`config.mk`:
```
export PLATFORM = sky130hd
export DESIGN_NAME = writeback_result_queue
export DESIGN_NICKNAME = d
export VERILOG_FILES = /design/src/rtl/writeback_result_queue.sv
export SDC_FILE = /design/constraint.sdc
export NUM_CORES = 1
export LEC_CHECK = 0
export ABC_AREA = 1
export CAP_MARGIN = 20
export CELL_PAD_IN_SITES_DETAIL_PLACEMENT = 0
export CELL_PAD_IN_SITES_GLOBAL_PLACEMENT = 2
export CORE_ASPECT_RATIO = 0.8
export CORE_MARGIN = 8
export CORE_UTILIZATION = 27
export DETAILED_ROUTE_END_ITERATION = 6
export PLACE_DENSITY_LB_ADDON = 0.1
export SETUP_SLACK_MARGIN = 0.3
export SYNTH_ARGS = -nofsm -noshare
export SYNTH_HDL_FRONTEND = slang
export SYNTH_SLANG_ARGS = --single-unit
```
`constraint.sdc`:
```
create_clock -name i_clk -period 3.55 [get_ports i_clk]
set_input_delay 0.5325 -clock i_clk [delete_from_list [all_inputs] [get_ports i_clk]]
set_output_delay 0.5325 -clock i_clk [all_outputs]
set_load 0.02 [all_outputs]
```
`src/rtl/writeback_result_queue.sv`:
```
// rtl/writeback_result_queue.sv - in-order result queue feeding the regfile write port with bypass lookup
module writeback_result_queue #(
    parameter int XLEN       = 32,
    parameter int DEPTH      = 4,
    parameter int REG_ADDR_W = 5
) (
    input  logic                       i_clk,
    input  logic                       i_rst_n,
    input  logic                       i_mem_valid,
    output logic                       o_mem_ready,
    input  logic [REG_ADDR_W-1:0]      i_mem_rd,
    input  logic [XLEN-1:0]            i_mem_data,
    input  logic                       i_ex_valid,
    output logic                       o_ex_ready,
    input  logic [REG_ADDR_W-1:0]      i_ex_rd,
    input  logic [XLEN-1:0]            i_ex_data,
    input  logic                       i_rf_port_busy,
    output logic                       o_rf_we,
    output logic [REG_ADDR_W-1:0]      o_rf_addr,
    output logic [XLEN-1:0]            o_rf_data,
    input  logic [REG_ADDR_W-1:0]      i_lookup_rs1,
    input  logic [REG_ADDR_W-1:0]      i_lookup_rs2,
    output logic                       o_rs1_hit,
    output logic [XLEN-1:0]            o_rs1_data,
    output logic                       o_rs2_hit,
    output logic [XLEN-1:0]            o_rs2_data,
    output logic [$clog2(DEPTH+1)-1:0] o_count,
    output logic                       o_full,
    output logic                       o_empty
);

    localparam int PTR_W = $clog2(DEPTH);
    localparam int CNT_W = $clog2(DEPTH+1);

    logic [DEPTH-1:0]      valid_q;
    logic [REG_ADDR_W-1:0] rd_q   [DEPTH];
    logic [XLEN-1:0]       data_q [DEPTH];
    logic [PTR_W-1:0]      head_q;
    logic [PTR_W-1:0]      tail_q;
    logic [CNT_W-1:0]      count_q;

    logic                  mem_fire;
    logic                  ex_fire;
    logic [REG_ADDR_W-1:0] push_rd;
    logic [XLEN-1:0]       push_data;
    logic                  push;
    logic                  pop;

    assign o_count = count_q;
    assign o_full  = (count_q == CNT_W'(DEPTH));
    assign o_empty = (count_q == '0);

    // Readiness is gated by reset so no producer sees a handshake while the queue is held clear.
    assign o_mem_ready = i_rst_n & ~o_full;
    assign o_ex_ready  = i_rst_n & ~o_full & ~i_mem_valid;

    assign mem_fire  = i_mem_valid & o_mem_ready;
    assign ex_fire   = i_ex_valid & o_ex_ready;
    assign push_rd   = mem_fire ? i_mem_rd : i_ex_rd;
    assign push_data = mem_fire ? i_mem_data : i_ex_data;
    // x0 results are acknowledged but dropped; they never occupy a slot.
    assign push      = (mem_fire | ex_fire) & (push_rd != '0);

    assign pop       = ~o_empty & ~i_rf_port_busy;
    assign o_rf_we   = pop;
    assign o_rf_addr = rd_q[head_q];
    assign o_rf_data = data_q[head_q];

    always_ff @(posedge i_clk or negedge i_rst_n) begin
        if (!i_rst_n) begin
            valid_q <= '0;
            head_q  <= '0;
            tail_q  <= '0;
            count_q <= '0;
            for (int i = 0; i < DEPTH; i++) begin
                rd_q[i]   <= '0;
                data_q[i] <= '0;
            end
        end else begin
            if (push) begin
                rd_q[tail_q]    <= push_rd;
                data_q[tail_q]  <= push_data;
                valid_q[tail_q] <= 1'b1;
                tail_q          <= tail_q + 1'b1;
            end
            if (pop) begin
                valid_q[head_q] <= 1'b0;
                head_q          <= head_q + 1'b1;
            end
            case ({push, pop})
                2'b10:   count_q <= count_q + CNT_W'(1);
                2'b01:   count_q <= count_q - CNT_W'(1);
                default: count_q <= count_q;
            endcase
        end
    end

    // Walk oldest to youngest so a later match overrides an earlier one.
    always_comb begin
        logic [PTR_W-1:0] idx;
        o_rs1_hit  = 1'b0;
        o_rs1_data = '0;
        o_rs2_hit  = 1'b0;
        o_rs2_data = '0;
        idx        = '0;
        for (int i = 0; i < DEPTH; i++) begin
            idx = head_q + PTR_W'(i);
            if (valid_q[idx] && (i_lookup_rs1 != '0) && (rd_q[idx] == i_lookup_rs1)) begin
                o_rs1_hit  = 1'b1;
                o_rs1_data = data_q[idx];
            end
            if (valid_q[idx] && (i_lookup_rs2 != '0) && (rd_q[idx] == i_lookup_rs2)) begin
                o_rs2_hit  = 1'b1;
                o_rs2_data = data_q[idx];
            end
        end
    end

endmodule

```
Figure 1. The clock network.
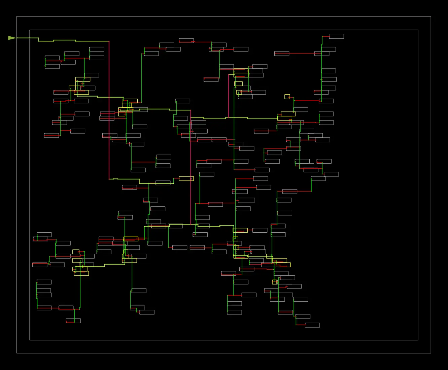
Layout clock buffers: 18
clock-net power: 1.87 mW
sinks on the clock net: 159

Figure 2. Drive-strength map.
Scale: 2 px per um.
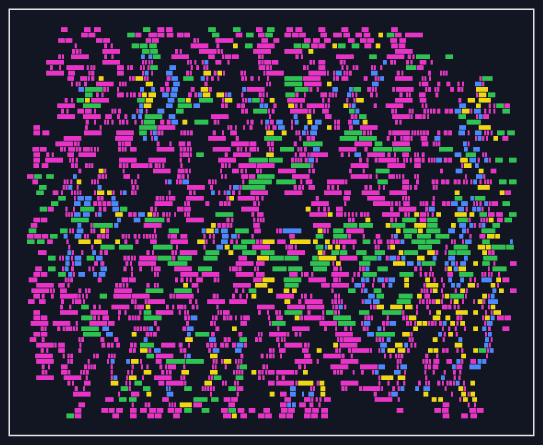
magenta -> drive 1 or less  # cells 1672, share 72%, most used nand2_1
blue -> drive 2  # cells 236, share 10%, most used nand3_2
green -> drive 6 and up  # cells 224, share 9.6%, most used buf_6
yellow -> drive 3 to 4  # cells 191, share 8.2%, most used buf_4

Figure 3. Routed metal per tile.
Scale: 1.5 px per um. The die is cut into 26 by 21 equal tiles; black is low, pale yellow is high, scaled to the fullest tile. Values are wire area over tile area, all layers added.
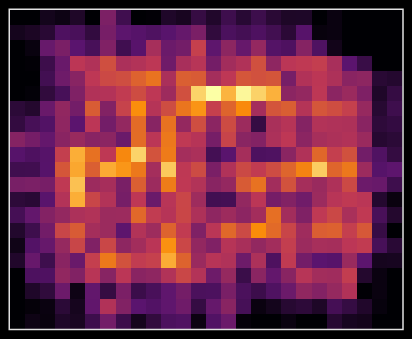
tiles over half the peak = 23%
nearly empty tiles = 8.1%
fullest tile = 0.49
total global routing track utilization: 21.1%
total wirelength of the detailed-routed design: 60600 um
number of vias in the routed layout: 14700

Figure 4. Sequential cells coloured by netlist name.
Scale: 1.5 px per um.
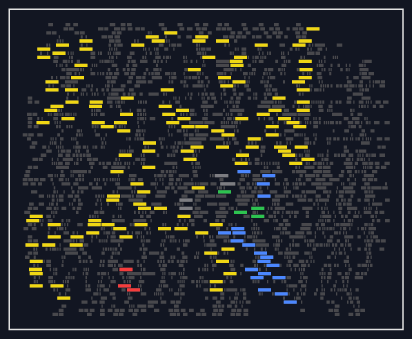
green -> valid_q  # sequential cells 4
red -> o_count  # sequential cells 3
yellow -> data_q  # sequential cells 128, where all over the die
blue -> rd_q  # sequential cells 20
not coloured = 4

==> results.txt <==
Quick summary of the implementation run below.

Counting cells, the worst reg-to-reg path comes to 13. The utilization after layout is 42.2%. The total placed cells including tap cells came out at 2830. The number of max-cap violations is 0.

The tree is rooted in a clkbuf_16. The CTS tree is yes. The final global-route overflow total came out at 0.

Setup repair after global routing could not meet its margin everywhere. Per the timing report, the most critical flop-to-flop path finishes at o_count[2]. The chip area line of the yosys report came out at 13000 um^2.

The post-detailed-route wirelength per cell came out at 20.5 um. CTS reports a maximum clock tree buffer depth of 2. The post-CTS setup buffer count came out at 49. The total of endpoints with negative setup slack in the final report came out at 18. After its last routability iteration, the placer logged a weighted congestion of 0.839. The data required time reported for the critical path is 3.02 ns. The worst register-to-register path has a setup slack of 0.74 ns. Checking hold timing, the worst path is listed with class in2async. The maximum vdd drop is 0.686 mV.

The final reports fail on negative setup slack. On the final layout, the worst clock skew is 0.0116 ns. For this run, the detailed router reports a per-instance via density of 4.98. The highest metal layer used by the detailed router is met4. The layout net count is 2409.

In the final report, the number of pins over their slew limit comes to 0. The top cell types in the final layout, fill and taps aside, are 622 x nand2_1, 157 x dfrtp_1, 155 x o21ai_0. The largest area contributor in the netlist is dfrtp_1. The area overhead of the layout relative to synthesis is 55.6%. Checking max transition, the worst relative margin is 34.7%. The number of endpoints with negative hold slack in the final report is 0. The first global-routing pass estimated 89000 um of wire. The synthesized cell area came out at 13000 um^2.

The hold buffer count at CTS is 0. The floorplan-stage core utilization came out at 27.1%. The share of the clock period used by the worst path after layout is 102%.

The number of H-tree levels came out at 4. The met3 routed wirelength is 2710 um. The net count after synthesis came out at 2095.

In the final layout, the share of cells above drive strength 1 is 28.0%. The number of cell instances after yosys synthesis is 1996. The category of the worst setup path launch point is a flop. The number of global-route vias before repair is 14100. The detailed-route wire length on metal 1 came out at 29400 um. The area fraction of the dominant cell type after synthesis is 30.6%.

The worst setup path is captured at an output pin. The minimum clock period after layout came out at 3.61 ns. Per the OpenROAD floorplan log, the area of the die is 55600 um^2. Ranked by total cell area, the synthesized netlist is headed by dfrtp_1 31%, nand2_1 21%, mux2i_1 9.9%. The number of buffers inserted by port buffering is 199. The largest fanout on the critical path came out at 8. The stage-log warning count is 36. Counting the warning lines in the Yosys log gives 0. At the pin with the least slew margin, the transition time is 0.979 ns. The detailed-placement wirelength estimate came out at 38200 um. After the flow finishes, the layout carries non-filler instances totaling 2952. The standard-cell row count is 72.

Per the detail_route log, met2 wirelength is 27600 um. The distinct cell type count after synthesis came out at 32. The number of synthesized register bits is 159. The number of nets still failing antenna checks after routing came out at 0. The clock input transition at the sequential cells of the worst setup and hold paths came out at 0.07 ns. The flow ran to the end, but the final reports show violations. The number of iterations in the first detailed-routing pass is 6. The script computed a power per unit cell area of 1130 nW/um^2.

The part of the Yosys area used for sequential elements came out at 30.6%. For reference, the most critical setup path is categorized as reg2out. Leaving out fill and tap cells, the most frequent cell in the layout is nand2_1.

The maximum clock rate came out at 0.277 GHz. The total clock buffers created by CTS came out at 17. The count of routing violations after the opening detailed-route iteration came out at 884.

The startpoint identified for the worst register-to-register timing path is o_count[0]. 200 I/O pins were placed. The final timing report gives a worst setup slack of -0.0607 ns.

The power after layout is 22.9 mW. The number of instances in the synthesized netlist is 1996. The mean area per synthesized cell came out at 6.52 um^2. For the worst-skew pair, the clock arrives at the later sink with an insertion delay of 0.45 ns. The analysis attributes to cell leakage a power of 10.1 nW. The number of diodes came out at 0. In this run, post-CTS repair resized a total of 585 instances. The core outline area is 48000 um^2. The number of antenna violations at the first check in global routing is 0. Data on the critical path arrives at its endpoint at 3.08 ns. The largest net degree at the start of global routing came out at 160. The DRC violations left is 0. The horizontal die dimension reported for this design is 262 um. The die is 212 um tall.

The worst setup timing slack at the placement stage came out at -0.102 ns.
==> critical path, stage by stage, from the launching register on <==
cell,delay (ns)
dfrtp_4,0.51
buf_6,0.14
buf_6,0.11
buf_6,0.12
o211ai_1,0.31
buf_4,0.19
buf_6,0.09
nand3_2,0.06
nand2_2,0.08
nand2_2,0.06
nor2_4,0.16
buf_6,0.17
buf_12,0.14
buf_4,0.10
nand3_1,0.06
nand3_1,0.08
nand2_1,0.07
nand2_2,0.07
buf_6,0.12
==> stage by stage <==
| step | hold WS (ns) | instance area, um^2 | setup TNS, ns |
|---|---|---|---|
| after floorplan | 0.237 | 13100 | 0 |
| after global routing | 0.317 | 20300 | -5.64 |
| after CTS | 0.352 | 18800 | -0.792 |
| after detailed placement | 0.498 | 16800 | -3.07 |
| final | 0.241 | 20300 | -0.529 |
| after global placement | 0.486 | 16800 | -2.26 |
==> kinds of logic (layout without fill, tap and decap cells) <==
kind of cell | Yosys count | count (layout) | synth area share, %
flops | 159 | 159 | 30.6
compound gates | 302 | 302 | 11.9
buf+inv | 215 | 542 | 8.20
fa+ha+maj | 10 | 10 | 1.02
xor+xnor | 13 | 13 | 0.874
simple gates | 1168 | 1168 | 37.5
mux | 129 | 129 | 9.92
==> metal layers <==
layer,global-route usage [%],vias up
met5,0,-
met4,4.29,0
met3,3.49,42
met2,33.8,337
met1,29.6,7046
li1,-,7265
==> area by class of cell <==
cell class	instances	area, um^2
clock buffer	18	439
clock inverter	14	150
fill	4971	27800
inverter	70	280
multi-input combinational	1622	9330
sequential	159	3980
tap	629	787
timing repair buffer	439	5280
timing repair inverter	1	11.3
==> sequential cells by signal, summed over array words and instances, names as in the netlist <==
name and flops:
head_q 2, tail_q 2, valid_q 4, data_q 128, rd_q 20, o_count 3
==> where the power goes <==
group          leakage [nW]  total (mW)  switching, mW  internal [mW]
clock network         0.284        1.87          0.908          0.958
registers              1.99        3.33          0.679           2.65
logic                  7.79        17.7           10.8           6.94
total                  10.1        22.9           12.4           10.5
==> synthesized netlist by cell type <==
library cell / instances
a21boi_0: 4
or2_1: 1
fa_1: 1
nand3_1: 187
o21ai_2: 3
inv_2: 4
nand4_1: 62
nor2_2: 7
buf_4: 17
nor2_1: 178
a21oi_1: 2
inv_1: 65
nand3_2: 9
inv_4: 1
nor3_1: 1
mux2i_1: 129
nand4_4: 1
xnor2_1: 2
dfrtp_1: 159
o211ai_1: 4
clkbuf_1: 48
o21ai_1: 104
o21ai_0: 183
buf_2: 53
xor2_1: 11
o2111ai_1: 2
or2_2: 2
buf_1: 10
nand2_1: 718
ha_1: 9
buf_6: 17
nor2_4: 2
==> how the worst max path moves through the flow <==
stage | startpoint | end | slack, ns
6_report | head_q[0] | o_rs2_data[9] | -0.06
5_1_grt | head_q[0] | o_rs2_data[2] | -0.18
4_1_cts | head_q[0] | o_rs1_data[10] | -0.14
3_5_place_dp | i_lookup_rs2[1] | o_rs2_data[10] | -0.10
3_3_place_gp | head_q[0] | o_rs2_data[26] | -0.13
2_1_floorplan | head_q[1] | o_rs1_data[0] | 0.30
Power and IR drop assume default switching activity.
